Design xyz_sweep_ctrl, sky130hd; sources not shown.
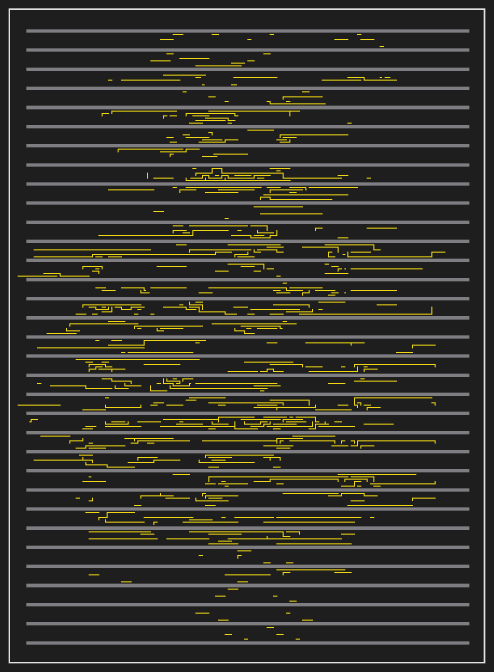
**Above:** M1 wires.
Supply wires on this layer in grey.
- longest straight run: 19.8 um
- share of all routed wire: 43%
total routed wirelength: 3705 um
vias: 1313
GR Util met1: 0.1565

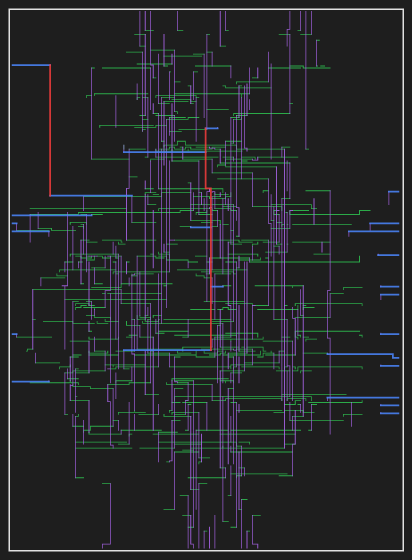
**Above:** routed metal, one colour a layer.
- metal 4: red (wire length 61.4 um)
- metal 3: blue (wire length 146 um)
- metal 2: purple (wire length 1890 um)
- metal 1: green (wire length 1610 um)
Total GRT Usage: 0.1341
routed length per instance: 14.03 um

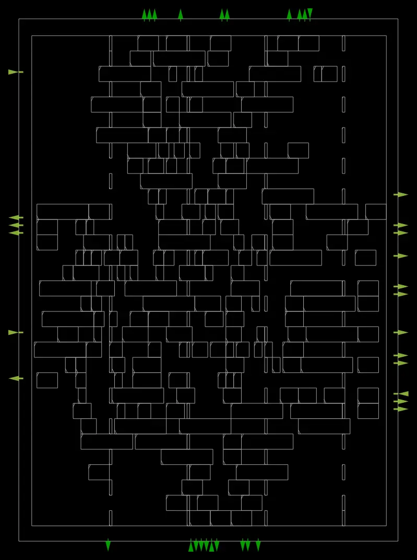
**Above:** cell outlines without signal wires.
Final Non-Filler Cells: 264
area of the core: 0.005485 mm2
fill count: 579

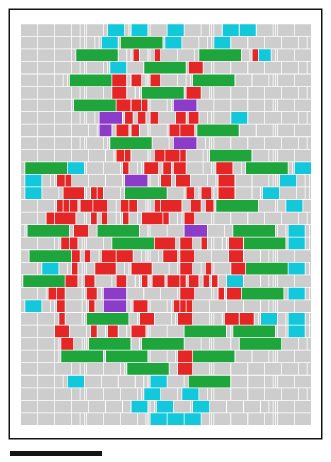
**Above:** cell classes on the final placement.
Bar = 20 um. Fill, decap, tap and diode cells in grey.
- flops: green (cells 35; share of their area 41%)
- other buffers and delay cells: cyan (cells 38; share of their area 18%)
- combinational and other logic: red (cells 115; share of their area 36%)
- clock drivers and dummy loads: purple (cells 8; share of their area 4.9%)
fin area: 0.002198 mm2
number of core rows: 32

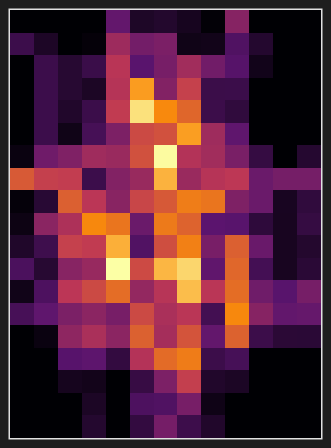
**Above:** wire density map.
13 x 19 tiles, from black (low) to pale yellow (high), scaled to the fullest tile. Values are wire area over tile area, all layers added.
- nearly empty tiles: 23%
- emptiest ninth of the die: upper right
- densest ninth of the die: centre

==> impl_metrics.toml <==
# generated from flow reports
[outcome]
status = "finished, final reports clean"

[placement]
dp_hpwl_um = 2751
port_buffers = 37
postPlaceCellArea_mm2 = 0.002095
routabilityCongestion = 0.7520
place_ws_ns = 3.221

[finish]
diodes = 0
lay_top_cells = "clkdlybuf4s50_1, dfrtp_1, a22o_1"
largest_register_ff_count = 24
nets = 207
final_util = 0.4008
area_growth_pct = 30.24
layout_top_cell = "clkdlybuf4s50_1"
layout-drive-gt1-share = 0.05102

[drt]
ant_nets = 0
dr.pass1.iters = 4
route.detailed.drc = 0

[sta]
slew_headroom = 0.3891
totalNegativeSetupSlack_ns = 0
finalSetupViolations = 0
fin_crit_sh = 0.4193
rsz0062_at_grt = "no"
skew_ns = 0.007272
drv_slew = 0
hold_violations = 0
post-route-min-period_ns = 2.264
fmax_mhz = 441.6
layout_setup_ws_ns = 3.136
worstMarginPinSlew_ns = 0.9144

[floorplanning]
dieHeight_um = 92.75
chipArea_mm2 = 0.006251
fp_util = 0.3077
die_x_um = 67.40
ios = 38

[worst_hold_path]
hp-class = "register to register"

[logic_synthesis]
synthArstFlopShare = 1.000
ys_chip_area_mm2 = 0.001688
fp_nets = 171
yosysUniqueCellTypes = 37
synth_area_mm2 = 0.001688
numSynthFlops = 35
edf_count = 0
syn_area_per_cell_um2 = 10.62
ys_seq_frac = 0.5189
ff_type = "dfrtp_1"
yosysWarningCount = 0

[power]
p_leak_nw = 0.9777
ir_worst_vdd_mv = 0.2884
power_density_mw_per_mm2 = 582.2

[setup_path]
cpPeakStageDelay_ns = 0.88
critPathTopFamily = "buffers and inverters"
critPathKind = "register to output port"
slowest_stage = "clkdlybuf4s50_1"
r2r_cells = 6
cp.required_ns = 4.86
cp_max_fo = 11
start_kind = "register"
critPathArrivalTime_ns = 1.72

[cts]
clk_pin_slew_worst_paths_ns = 0.07
clockRootBuffer = "clkbuf_8"
clk_latency_ns = 0.29
htree_levels = 2
cts_tree = "done"
numCtsBuffers = 5
clk_path_buf_depth = 2
post_cts_resized = 0
cts_sinks = 35

[global_route]
use_met2 = 0.2277
met3_usage = 0.03767
grt_pass1_vias = 1328
grt_max_degree = 36
grt-ovfl-total = 0
antenna_found_initial = 0
grt_pass1_wl_um = 6389
busiest_layer = "met2"

[job]
tool_warnings = 29
maxCapViolCount = 0
metrics by stage:
stage | power, mW | hold slack (ns) | std cells
detailed placement | 1.082 | 0.4757 | 256
global route | 1.363 | 0.5102 | 264
CTS | 1.295 | 0.4912 | 264
floorplan | 0.8953 | 0.4971 | 159
finish | 1.280 | 0.4896 | 264
global placement | 1.076 | 0.4797 | 256
routing by layer:
| metal | routed length [um] | vias to the layer above | part of all wire |
|---|---|---|---|
| met3 | 145 | 7 | 0.039 |
| li1 | - | 646 | - |
| met4 | 61 | 0 | 0.016 |
| met2 | 1887 | 23 | 0.51 |
| met5 | 0 | - | 0 |
| met1 | 1611 | 637 | 0.43 |
cells in the mapped netlist, types with 3 or more instances:
cell type,n,area [um2]
dfrtp_1,35,875.8
a21oi_1,4,20.02
nand3_1,5,25.02
a32o_1,4,40.04
o2bb2ai_1,3,26.28
buf_2,3,15.01
buf_4,3,22.52
o22ai_1,3,18.77
nor2b_1,3,18.77
o21ai_0,8,40.04
a22o_1,16,140.1
inv_1,9,33.78
nor2_1,8,30.03
ha_1,6,75.07
nand2b_1,3,18.77
and3_1,3,18.77
a21o_1,5,37.54
nand2_1,15,56.30
worst reg2reg max path, delay by kind of cell (launching register included):
family,cells,cell delay [ns]
AND-OR/OR-AND,3,0.70
adder cells (fa/ha/maj),1,0.30
buffers and inverters,1,0.12
flip-flops,1,0.54
AND/OR/NAND/NOR,1,0.40
cell families after synthesis:
kind of cell	synth area share
flip-flops	0.5189
AND-OR/OR-AND	0.2291
XOR/XNOR	0.01557
AND/OR/NAND/NOR	0.1386
buffers and inverters	0.05337
adder cells (fa/ha/maj)	0.04448
where the power goes:
part	switching [mW]	internal, mW	total (mW)
Combinational	0.418	0.239	0.658
Clock	0.0937	0.116	0.210
Sequential	0.0743	0.338	0.413
area by class of cell:
type	count	area (um2)	area share
clock inverter	1	7.507	0.003415
clock buffer	7	96.34	0.04382
inverter	9	33.78	0.01537
timing repair buffer	38	377.9	0.1719
sequential	35	875.8	0.3984
tap	68	85.08	0.03870
multi-input combinational	106	721.9	0.3284
Power and IR drop assume default switching activity.
